**src/rtl/ltc2645_pkg.sv**
```systemverilog
// ---------------------------------------------------------------------------
// ltc2645_pkg
// Shared constants and helpers for the LTC2645 PWM output bank.
//   PWM_W         duty / counter width (period = 2^PWM_W clk cycles)
//   N_DAC_CH      number of DAC PWM inputs driven by the bank
//   MIDSCALE      offset-binary code for 50 % duty (0 V in bipolar use)
//   to_offset_bin two's complement -> offset binary (flip the MSB)
// ---------------------------------------------------------------------------
package ltc2645_pkg;

    localparam int PWM_W    = 12;
    localparam int N_DAC_CH = 4;

    localparam logic [PWM_W-1:0] MIDSCALE = {1'b1, {(PWM_W-1){1'b0}}};

    // -2^(W-1) maps to 0, 0 maps to mid-scale, +2^(W-1)-1 maps to full scale.
    function automatic logic [PWM_W-1:0] to_offset_bin(input logic [PWM_W-1:0] w);
        return {~w[PWM_W-1], w[PWM_W-2:0]};
    endfunction

endpackage

```
**src/rtl/pwm_bank_ltc2645_channel.sv**
```systemverilog
// ---------------------------------------------------------------------------
// pwm_channel
// One PWM lane: a shadow register loaded on sample accept, an active
// register updated only at a period boundary, and the registered compare.
// Ports:
//   clk, reset_n  clock and asynchronous active-low reset
//   cnt           shared free-running period counter
//   load          write 'word' into the shadow register
//   commit        copy shadow into active (asserted in the wrap cycle)
//   word          duty word, already in offset binary
//   pwm_out       registered pin: high while cnt < active
// ---------------------------------------------------------------------------
module pwm_channel #(
    parameter int W = 12
) (
    input  logic         clk,
    input  logic         reset_n,
    input  logic [W-1:0] cnt,
    input  logic         load,
    input  logic         commit,
    input  logic [W-1:0] word,
    output logic         pwm_out
);

    localparam logic [W-1:0] MID = {1'b1, {(W-1){1'b0}}};

    logic [W-1:0] shadow;
    logic [W-1:0] active;

    always_ff @(posedge clk or negedge reset_n) begin
        if (!reset_n) begin
            shadow <= MID;
        end else if (load) begin
            shadow <= word;
        end
    end

    // Active only changes on commit, so every period is generated from a
    // single, complete duty word.
    always_ff @(posedge clk or negedge reset_n) begin
        if (!reset_n) begin
            active <= MID;
        end else if (commit) begin
            active <= shadow;
        end
    end

    // Unsigned compare: duty 0 never goes high, full-scale leaves exactly
    // one low cycle per period.
    always_ff @(posedge clk or negedge reset_n) begin
        if (!reset_n) begin
            pwm_out <= 1'b0;
        end else begin
            pwm_out <= (cnt < active);
        end
    end

endmodule

```
**src/rtl/pwm_bank_ltc2645.sv**
```systemverilog
// ---------------------------------------------------------------------------
// pwm_bank_ltc2645
// Multi-channel PWM generator feeding the LTC2645 PWM inputs. Duty words
// arrive as one packed sample per strobe, are converted to offset binary,
// buffered in per-channel shadow registers and committed at the period wrap.
// Parameters:
//   W          duty / counter width, period = 2^W cycles
//   N_CH       number of channels
//   SIGNED_IN  1: duty is two's complement, 0: duty is already unsigned
// Ports:
//   clk, reset_n  clock and asynchronous active-low reset
//   s_valid       sample strobe (all channels at once)
//   s_ready       shadow register free
//   s_duty        packed duty words, channel i at [i*W +: W]
//   pwm_out       registered PWM pins
//   frame_start   one-cycle pulse on the first pin cycle of each period
//   overrun       sticky: a sample arrived while s_ready was low
//   clr_overrun   synchronous clear of overrun (a new overrun wins)
// ---------------------------------------------------------------------------
module pwm_bank_ltc2645
    import ltc2645_pkg::*;
#(
    parameter int W         = PWM_W,
    parameter int N_CH      = N_DAC_CH,
    parameter int SIGNED_IN = 1
) (
    input  logic              clk,
    input  logic              reset_n,
    input  logic              s_valid,
    output logic              s_ready,
    input  logic [N_CH*W-1:0] s_duty,
    output logic [N_CH-1:0]   pwm_out,
    output logic              frame_start,
    output logic              overrun,
    input  logic              clr_overrun
);

    localparam logic [W-1:0] CNT_MAX = {W{1'b1}};
    localparam logic [W-1:0] CNT_ONE = {{(W-1){1'b0}}, 1'b1};

    // Handshake: a sample is taken on any cycle where s_valid && s_ready.
    // s_ready is combinational (!pending) and s_valid is a strobe, not a
    // held request: a strobe seen while s_ready is low is discarded and
    // flagged through overrun, it is never retried.

    logic [W-1:0] cnt;
    logic         pending;
    logic         wrap;
    logic         accept;
    logic         commit;
    logic         overrun_set;

    assign wrap        = (cnt == CNT_MAX);
    assign s_ready     = !pending;
    assign accept      = s_valid && !pending;
    // pending is always high in a commit cycle, so commit and accept are
    // mutually exclusive.
    assign commit      = wrap && pending;
    assign overrun_set = s_valid && pending;

    always_ff @(posedge clk or negedge reset_n) begin
        if (!reset_n) begin
            cnt <= '0;
        end else begin
            cnt <= cnt + CNT_ONE;
        end
    end

    always_ff @(posedge clk or negedge reset_n) begin
        if (!reset_n) begin
            pending <= 1'b0;
        end else if (commit) begin
            pending <= 1'b0;
        end else if (accept) begin
            pending <= 1'b1;
        end
    end

    always_ff @(posedge clk or negedge reset_n) begin
        if (!reset_n) begin
            overrun <= 1'b0;
        end else if (overrun_set) begin
            overrun <= 1'b1;
        end else if (clr_overrun) begin
            overrun <= 1'b0;
        end
    end

    // Registered like the pins, so it lines up with the first pin cycle
    // of each period.
    always_ff @(posedge clk or negedge reset_n) begin
        if (!reset_n) begin
            frame_start <= 1'b0;
        end else begin
            frame_start <= (cnt == '0);
        end
    end

    for (genvar i = 0; i < N_CH; i++) begin : g_ch
        logic [W-1:0] raw;
        logic [W-1:0] conv;

        assign raw = s_duty[i*W +: W];

        if (SIGNED_IN == 0) begin : g_unsigned
            assign conv = raw;
        end else if (W == PWM_W) begin : g_signed_pkg
            assign conv = to_offset_bin(raw);
        end else begin : g_signed_gen
            assign conv = {~raw[W-1], raw[W-2:0]};
        end

        pwm_channel #(
            .W (W)
        ) u_ch (
            .clk     (clk),
            .reset_n (reset_n),
            .cnt     (cnt),
            .load    (accept),
            .commit  (commit),
            .word    (conv),
            .pwm_out (pwm_out[i])
        );
    end

endmodule

```
**config.mk**
```make
export PLATFORM = sky130hd
export DESIGN_NAME = pwm_bank_ltc2645
export DESIGN_NICKNAME = d
export VERILOG_FILES = /design/src/rtl/ltc2645_pkg.sv /design/src/rtl/pwm_bank_ltc2645_channel.sv /design/src/rtl/pwm_bank_ltc2645.sv
export SDC_FILE = /design/constraint.sdc
export NUM_CORES = 1
export LEC_CHECK = 0
export CORE_MARGIN = 8
export CORE_UTILIZATION = 55
export DETAILED_ROUTE_END_ITERATION = 12
export PLACE_DENSITY_LB_ADDON = 0.25
export SYNTH_ARGS = -nofsm -noshare
export SYNTH_HDL_FRONTEND = slang
export SYNTH_SLANG_ARGS = --single-unit
export TNS_END_PERCENT = 10
```
**constraint.sdc**
```tcl
create_clock -name clk -period 2.4 [get_ports clk]
set_input_delay 0.48 -clock clk [delete_from_list [all_inputs] [get_ports clk]]
set_output_delay 0.48 -clock clk [all_outputs]
set_load 0.03 [all_outputs]
```
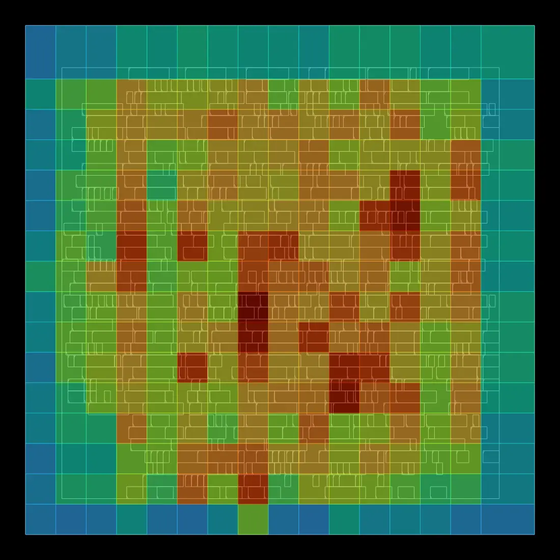
(track usage over the die)
M3 GR Usage: 5.52%
Total Routing Usage GR: 18.6%
mean routed wirelength per cell: 15.1 um

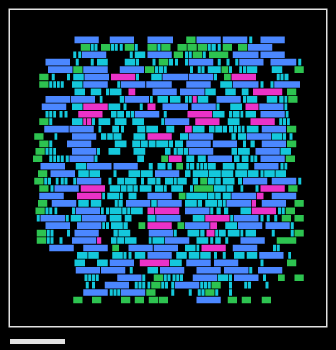
(cell classes on the final placement)
Scale bar: 20 um.
legend:
  clock drivers and dummy loads:
    colour: magenta
    cells: 32
  flops:
    colour: blue
    cells: 115
  combinational and other logic:
    colour: cyan
    cells: 381
  other buffers and delay cells:
    colour: green
    cells: 71

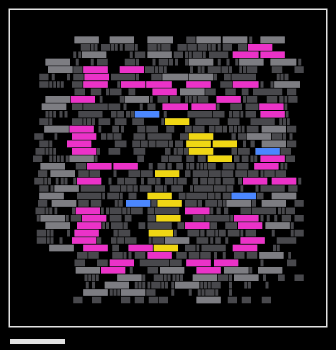
(sequential cells coloured by netlist name)
Scale bar: 20 um. Other sequential cells in the stronger grey, the rest of the logic in the fainter grey.
legend:
  `g_ch.u_ch.pwm_out`:
    colour: blue
    sequential_cells: 4
  `g_ch.u_ch.active`:
    colour: magenta
    sequential_cells: 48
  `cnt`:
    colour: yellow
    sequential_cells: 12
    where: centre
Flop area: 0.00289 mm^2
final core utilization: 69.9%

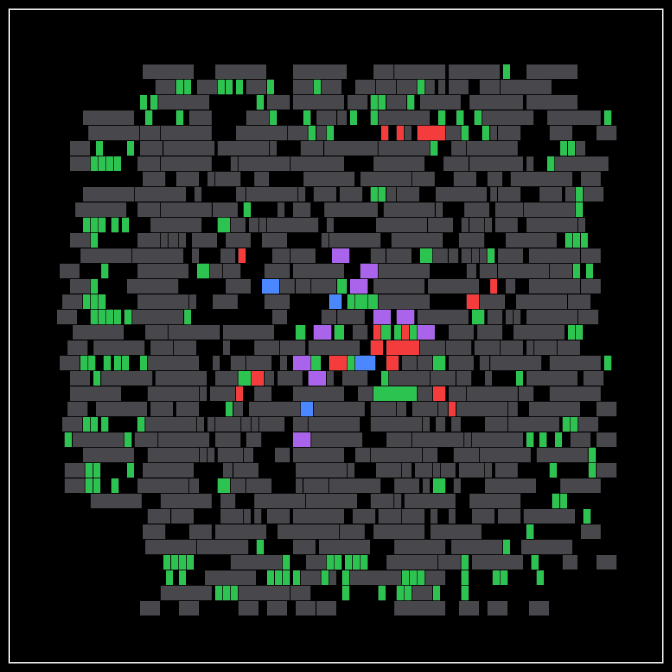
(logic cells by family)
legend:
  AND and OR gates:
    colour: blue
    cells: 4
    where: centre
  NAND gates:
    colour: green
    cells: 162
    where: spread over the die
  XOR/XNOR gates:
    colour: purple
    cells: 10
    where: centre
  NOR gates:
    colour: red
    cells: 16
Comb area share: 33.4%
Non-Filler Instances: 732
most frequent logic cell in the layout: nand2_1

==> flow_summary.ini <==
; yosys + openroad results
[run_status]
status = finished, final reports clean

[floorplanning]
rows = 36
initCoreUtil_pct = 56.1
core_mm2 = 0.00973
fp.dieH_um = 116
num_tap_cells = 133

[global_route]
grt_pass1_vias = 3975
antenna_found_initial = 0
met1_usage_pct = 22.2
global_route.peak_usage_layer = met2
grt_pass1_wl_mm = 19.3
use_met2_pct = 31.6

[sta]
holdWs_ps = 470
fmax_ghz = 0.450
setup_viol = 0
period_used_pct = 92.6
final-hold-violation-count = 0
rsz0062_at_grt = no
tightestPinTransition_ps = 512
setup_ws_ps = 178
slew_headroom_pct = 65.9
fin_setup_tns_ps = 0
drv_slew = 0
final.setup_skew_ps = 5.83

[synthesis]
ys_top_logic_family = simple AND/OR/NAND/NOR gates
aoi_share_pct = 5.13
yosys.area_share.xor_xnor_pct = 1.60
synth-seq-cells = 115
syn_inst = 516
fa_ha_area_share_pct = 10.5
post-synth-top-area-fraction_pct = 49.0
fp_nets = 614
edf_count = 0
yosysMostFrequentCell = nand2_1
ys_warn_count = 0
ys_cells = 516
async_flop_share_pct = 100
synth-main-ff-cell = dfrtp_1
common_cells = nand2_1 (146), dfrtp_1 (107), inv_1 (51)
ys_sh_simple_pct = 14.3
netlist.top_cell.by_area = dfrtp_1

[finish]
comb_area_mm2 = 0.00227
seq_area_share_pct = 42.5
drive_above_1_share_pct = 15.9
ff_count = 115
final-clk-cell-share_pct = 8.34
antenna_cells = 0
final_cell_mix = nand2_1 (146), dfrtp_1 (107), clkdlybuf4s50_1 (57)
buffer_area_share_pct = 10.5
layout.nets = 684
dominant_cells = flip-flops and latches
clockBufferCount = 19
nNonClkBuffers = 71
synthToLayoutAreaGrowth_pct = 24.5
top_regs = g_ch.u_ch.active x48, g_ch.u_ch.shadow x48, cnt x12
logic_gates = 330
n_fill_cell = 745
nonClockInverterCount = 51

[route]
vias = 3702
met2_length_mm = 5.56
drt_iter0_markers = 151
top_layer = met4
wl_met1_mm = 4.86
routed_via_density = 5.06
wl_mm = 11.1
drc = 0

[worst_setup_path]
cp_max_fo = 5
crit_type = flip-flop to output port
endpoint = s_ready
worstRegToRegCells = 5
setup.worst_path.start_class = flip-flop
crit_path_end_kind = output port
cp-startpoint = pending
worstPathRequired_ps = 1920
critical_path.top_delay_family = buffers and inverters
r2r_end = g_ch[2].u_ch.active[10]
reg2reg_from = cnt[5]
critPathMaxStageDelay_ps = 680
arrival_ps = 1740
cp.depth = 2
r2r_slack_ps = 260

[power_and_ir_drop]
clockNetworkPower_w = 0.00237
p_sw_share_pct = 21.9
pg_comb_w = 0.000213
p_sw_w = 0.00102
p_int_w = 0.00365
combPwrFrac_pct = 4.6
peakVddDrop_v = 0.000552

[clocking]
cts_tree = built
numCtsBuffers = 17
ctsHoldBuffers = 1
htree_levels = 4
clk-insertion-delay-late_ps = 510
post_cts_buffers = 0

[placement]
dp_hpwl_mm = 7.65
gp_congestion = 0.857
io_buffers = 58
place_ws_ps = 262
dpl_cell_area_mm2 = 0.00622

[worst_hold_path]
hold_class = input port to asynchronous set/reset pin

[flow_run]
max_cap_violations = 0
warnings = 27
